## src/rtl/hazard_pkg.sv

```systemverilog
// Shared definitions for the hazard/forwarding controller: operand-select
// codes and a constant-evaluable ceil(log2) helper for sizing counters.
package hazard_pkg;

  typedef enum logic [2:0] {
    FWD_RF   = 3'b000,
    FWD_EXE  = 3'b001,
    FWD_MEM  = 3'b010,
    FWD_LOAD = 3'b011,
    FWD_MC   = 3'b100
  } fwd_e;

  function automatic int clog2(input int value);
    int r;
    r = 0;
    while ((1 << r) < value) r++;
    return r;
  endfunction

endpackage

```

## src/rtl/mc_scoreboard.sv

```systemverilog
// Tracks the single in-flight multi-cycle op: per-register pending bits,
// the latency countdown, its destination and whether it will write back.
module mc_scoreboard
  import hazard_pkg::*;
#(
  parameter int NREG   = 32,
  parameter int AW     = 5,
  parameter int MC_LAT = 4
) (
  input  logic            clk,
  input  logic            rst_n,
  input  logic            i_issue,
  input  logic            i_set_en,
  input  logic [AW-1:0]   i_set_rd,
  output logic [NREG-1:0] o_pending,
  output logic            o_mc_busy,
  output logic            o_mc_wb,
  output logic [AW-1:0]   o_mc_rd_wb,
  output logic            o_cnt_gt1
);

  localparam int CW = clog2(MC_LAT + 1);

  logic [CW-1:0]   r_cnt;
  logic [AW-1:0]   r_rd;
  logic            r_wb_valid;
  logic [NREG-1:0] r_pending;
  logic [NREG-1:0] w_pending_next;
  logic            w_mc_wb;

  assign w_mc_wb    = (r_cnt == CW'(1)) && r_wb_valid;
  assign o_mc_wb    = w_mc_wb;
  assign o_mc_busy  = (r_cnt != '0);
  assign o_mc_rd_wb = r_rd;
  assign o_cnt_gt1  = (r_cnt > CW'(1));
  assign o_pending  = r_pending;

  // Per-register pending update: a new issue to a register wins over the
  // completing op clearing that same register (back-to-back same rd).
  for (genvar gi = 0; gi < NREG; gi++) begin : g_pend
    assign w_pending_next[gi] =
        (i_issue && i_set_en && (i_set_rd == AW'(gi))) ? 1'b1 :
        (w_mc_wb && (r_rd == AW'(gi)))                 ? 1'b0 :
                                                         r_pending[gi];
  end

  // Pending vector register.
  always_ff @(posedge clk or negedge rst_n) begin
    if (!rst_n) r_pending <= '0;
    else        r_pending <= w_pending_next;
  end

  // Latency countdown, destination and write-back qualifier for the op in flight.
  always_ff @(posedge clk or negedge rst_n) begin
    if (!rst_n) begin
      r_cnt      <= '0;
      r_rd       <= '0;
      r_wb_valid <= 1'b0;
    end else if (i_issue) begin
      r_cnt      <= CW'(MC_LAT);
      r_rd       <= i_set_en ? i_set_rd : '0;
      r_wb_valid <= i_set_en;
    end else if (r_cnt != '0) begin
      r_cnt <= r_cnt - CW'(1);
      if (r_cnt == CW'(1)) r_wb_valid <= 1'b0;
    end
  end

endmodule

```

## src/rtl/hazard_ctrl_mc.sv

```systemverilog
// Hazard detection and forwarding for the 5-stage core with a fixed-latency
// multi-cycle unit: stall/flush generation, operand selects, stall counter.
module hazard_ctrl_mc
  import hazard_pkg::*;
#(
  parameter int NREG   = 32,
  parameter int AW     = 5,
  parameter int MC_LAT = 4
) (
  input  logic          clk,
  input  logic          rst_n,
  input  logic          valid_ID,
  input  logic [AW-1:0] rs1_ID,
  input  logic [AW-1:0] rs2_ID,
  input  logic [AW-1:0] rd_ID,
  input  logic          rs1use_ID,
  input  logic          rs2use_ID,
  input  logic          rd_w_ID,
  input  logic          store_ID,
  input  logic          mc_ID,
  input  logic          Branch_ID,
  input  logic [AW-1:0] rd_EXE,
  input  logic [AW-1:0] rd_MEM,
  input  logic [AW-1:0] rs2_EXE,
  input  logic          rd_w_EXE,
  input  logic          rd_w_MEM,
  input  logic          load_EXE,
  input  logic          load_MEM,
  input  logic          store_EXE,
  output logic          PC_EN_IF,
  output logic          reg_FD_EN,
  output logic          reg_FD_stall,
  output logic          reg_FD_flush,
  output logic          reg_DE_EN,
  output logic          reg_DE_flush,
  output logic          reg_EM_EN,
  output logic          reg_EM_flush,
  output logic          reg_MW_EN,
  output logic [2:0]    forward_ctrl_A,
  output logic [2:0]    forward_ctrl_B,
  output logic          forward_ctrl_ls,
  output logic          mc_start,
  output logic          mc_busy,
  output logic          mc_wb,
  output logic [AW-1:0] mc_rd_wb,
  output logic [31:0]   stall_cnt
);

  logic [NREG-1:0] w_pending;
  logic            w_cnt_gt1;
  logic            w_done1, w_done2, w_done_rd;
  logic            w_load_use, w_raw, w_waw, w_struct;
  logic            w_stall, w_issue, w_set_en;
  logic [31:0]     r_stall_cnt;

  function automatic logic hit(input logic [AW-1:0] x, input logic [AW-1:0] r);
    return (x != '0) && (x == r);
  endfunction

  // Priority: youngest producer first, multi-cycle completion last.
  function automatic fwd_e fwd_pick(input logic use_f, input logic [AW-1:0] rs,
                                    input logic e_w, input logic e_ld, input logic [AW-1:0] e_rd,
                                    input logic m_w, input logic m_ld, input logic [AW-1:0] m_rd,
                                    input logic done_f);
    fwd_e sel;
    sel = FWD_RF;
    if (use_f) begin
      if (e_w && hit(rs, e_rd) && !e_ld)     sel = FWD_EXE;
      else if (m_w && hit(rs, m_rd) && !m_ld) sel = FWD_MEM;
      else if (m_w && hit(rs, m_rd) && m_ld)  sel = FWD_LOAD;
      else if (done_f)                        sel = FWD_MC;
    end
    return sel;
  endfunction

  assign w_done1   = mc_wb && hit(rs1_ID, mc_rd_wb);
  assign w_done2   = mc_wb && hit(rs2_ID, mc_rd_wb);
  assign w_done_rd = mc_wb && hit(rd_ID, mc_rd_wb);

  // A store only needs rs2 as data, which MEM-load forwarding supplies later.
  assign w_load_use = load_EXE && rd_w_EXE &&
                      ((rs1use_ID && hit(rs1_ID, rd_EXE)) ||
                       (rs2use_ID && hit(rs2_ID, rd_EXE) && !store_ID));
  assign w_raw      = (rs1use_ID && w_pending[rs1_ID] && !w_done1) ||
                      (rs2use_ID && w_pending[rs2_ID] && !w_done2);
  assign w_waw      = rd_w_ID && (rd_ID != '0) && w_pending[rd_ID] && !w_done_rd;
  assign w_struct   = mc_ID && w_cnt_gt1;

  assign w_stall  = valid_ID && (w_load_use || w_raw || w_waw || w_struct);
  assign w_issue  = valid_ID && !w_stall && mc_ID;
  assign w_set_en = rd_w_ID && (rd_ID != '0);

  mc_scoreboard #(
    .NREG   (NREG),
    .AW     (AW),
    .MC_LAT (MC_LAT)
  ) u_sb (
    .clk        (clk),
    .rst_n      (rst_n),
    .i_issue    (w_issue),
    .i_set_en   (w_set_en),
    .i_set_rd   (rd_ID),
    .o_pending  (w_pending),
    .o_mc_busy  (mc_busy),
    .o_mc_wb    (mc_wb),
    .o_mc_rd_wb (mc_rd_wb),
    .o_cnt_gt1  (w_cnt_gt1)
  );

  // Pipeline control: a stall holds IF/ID and bubbles ID/EX; it outranks a taken branch.
  always_comb begin
    PC_EN_IF     = 1'b1;
    reg_FD_EN    = 1'b1;
    reg_FD_stall = 1'b0;
    reg_FD_flush = 1'b0;
    reg_DE_EN    = 1'b1;
    reg_DE_flush = 1'b0;
    reg_EM_EN    = 1'b1;
    reg_EM_flush = 1'b0;
    reg_MW_EN    = 1'b1;
    mc_start     = w_issue;
    if (w_stall) begin
      PC_EN_IF     = 1'b0;
      reg_FD_stall = 1'b1;
      reg_DE_flush = 1'b1;
    end else if (Branch_ID) begin
      reg_FD_flush = 1'b1;
    end
  end

  // Operand selects and store-data forwarding from a load in MEM.
  always_comb begin
    forward_ctrl_A  = fwd_pick(rs1use_ID, rs1_ID, rd_w_EXE, load_EXE, rd_EXE,
                               rd_w_MEM, load_MEM, rd_MEM, w_done1);
    forward_ctrl_B  = fwd_pick(rs2use_ID, rs2_ID, rd_w_EXE, load_EXE, rd_EXE,
                               rd_w_MEM, load_MEM, rd_MEM, w_done2);
    forward_ctrl_ls = store_EXE && load_MEM && rd_w_MEM && hit(rs2_EXE, rd_MEM);
  end

  // Saturating count of qualified stall cycles.
  always_ff @(posedge clk or negedge rst_n) begin
    if (!rst_n)                               r_stall_cnt <= '0;
    else if (w_stall && (r_stall_cnt != '1))  r_stall_cnt <= r_stall_cnt + 32'd1;
  end

  assign stall_cnt = r_stall_cnt;

endmodule

```

## config.mk

```make
export PLATFORM = sky130hd
export DESIGN_NAME = hazard_ctrl_mc
export DESIGN_NICKNAME = d
export VERILOG_FILES = /design/src/rtl/hazard_pkg.sv /design/src/rtl/mc_scoreboard.sv /design/src/rtl/hazard_ctrl_mc.sv
export SDC_FILE = /design/constraint.sdc
export NUM_CORES = 1
export LEC_CHECK = 0
export CORE_UTILIZATION = 40
export DETAILED_ROUTE_END_ITERATION = 10
export GPL_TIMING_DRIVEN = 0
export PLACE_DENSITY_LB_ADDON = 0.25
export SLEW_MARGIN = 5
export SYNTH_ARGS = -nofsm -noshare
export SYNTH_HDL_FRONTEND = slang
export SYNTH_SLANG_ARGS = --single-unit
```

## constraint.sdc

```tcl
create_clock -name clk -period 3.2 [get_ports clk]
set_clock_uncertainty 0.05 [all_clocks]
set_input_delay 0.48 -clock clk [delete_from_list [all_inputs] [get_ports clk]]
set_output_delay 0.48 -clock clk [all_outputs]
set_load 0.05 [all_outputs]
```

Placement by cell class:
Scale: 3 px per um.
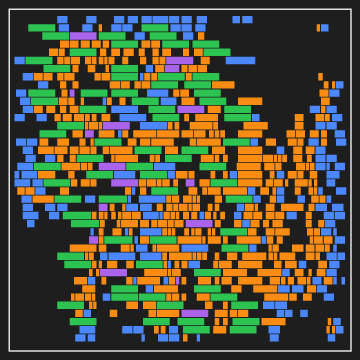
[purple] clock drivers and dummy loads | cells: 16 | share of their area: 4.0%
[green] sequential cells | cells: 73 | share of their area: 26%
[blue] remaining buffers and delay cells | cells: 165 | share of their area: 23%
[orange] remaining logic cells | cells: 396 | share of their area: 47%
cell area after layout: 7300 um^2
Site Rows: 40
placeable core area: 12,100 um^2
post-layout utilization of the core: 60.5%

Local utilization:
Scale: 3 px per um. 11 x 11 tiles, from dark blue (low) to red (high), 0 to 100% covered.
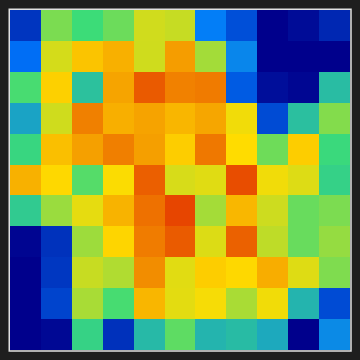
mean over tiles: 55%
nearly empty tiles: 9.1%
emptiest ninth of the die: north-east

==> notes.md <==
Notes on the physical implementation.

- The run finished, with violations left.
- The final reports fail on setup timing.
- Sorting the synthesized cells by how often they occur yields dfrtp_1 (73), xnor2_1 (51), o21ai_0 (44).
- The routed design shows a via density per instance of 5.88.
- The width of the chip is 113 um, for reference.
- The largest net degree at the start of global routing is 61, for reference.
- The initial detailed-routing violation count is 381, for reference.
- The startpoint identified for the worst register-to-register timing path is u_sb.o_mc_rd_wb[2].
- The count of unresolved DRC violations after routing is 0, for reference.
- The leading area contributor after synthesis is dfrtp_1, for reference.
- The family of cells with the greatest summed delay on the critical path is buffers and inverters, for reference.
- In the layout the commonest cells are clkdlybuf4s50_1 (69), dfrtp_1 (69), xnor2_1 (50).
- The global-route met2 utilization is 38.0%, for reference.
- The cell-mix breakdown from Yosys lists the simple-gate area share as 19.1%.
- The net load switching power is 1.39 mW, for reference.
- Buffers placed on the I/O ports in this run total 85.
- The synthesized instance count is 510.
- The post-synthesis average cell area is 9.73 um^2, for reference.
- The final max-slew violation count recorded for this run is 0.
- The flow reports that combinational logic draws 40.2% of the design power.
- The sequential-to-total area share from yosys stat is a little under two fifths, for reference.
- The final timing report counts setup violations totalling 52.
- The finished layout holds 818 standard cells, fillers aside.
- The layout has 981 filler cells.
- The post-synth register bit count is 73.
- The logic depth of the worst path, buffers included is 12, for reference.
- The report puts the hold buffer count at CTS at 1.
- The type of the worst setup path is reg -> out, for reference.
- Synthesis instantiated 50 different standard cells from the library.
- The synthesized design contains 0 enable-type register cells.
- The analysis attributes to cell leakage a power of 2.69 nW.
- The worst-skew pair later-pin latency is about 340 ps, for reference.
- The worst reg2reg path depth is 13, for reference.
- The destination of the worst register-to-register timing path is u_sb.o_pending[23], for reference.
- The floorplan step defined a die boundary enclosing approximately 13,000 um^2.
- The iteration tally of the first detailed-router pass is 6, for reference.
- The placer congestion estimate is between 0.9 and 1, for reference.
- The final timing report gives a worst setup slack of -521 ps.
- The main combinational cell family by area after synthesis is simple AND/OR/NAND/NOR gates, for reference.
Power is estimated from default activity; no workload was simulated.
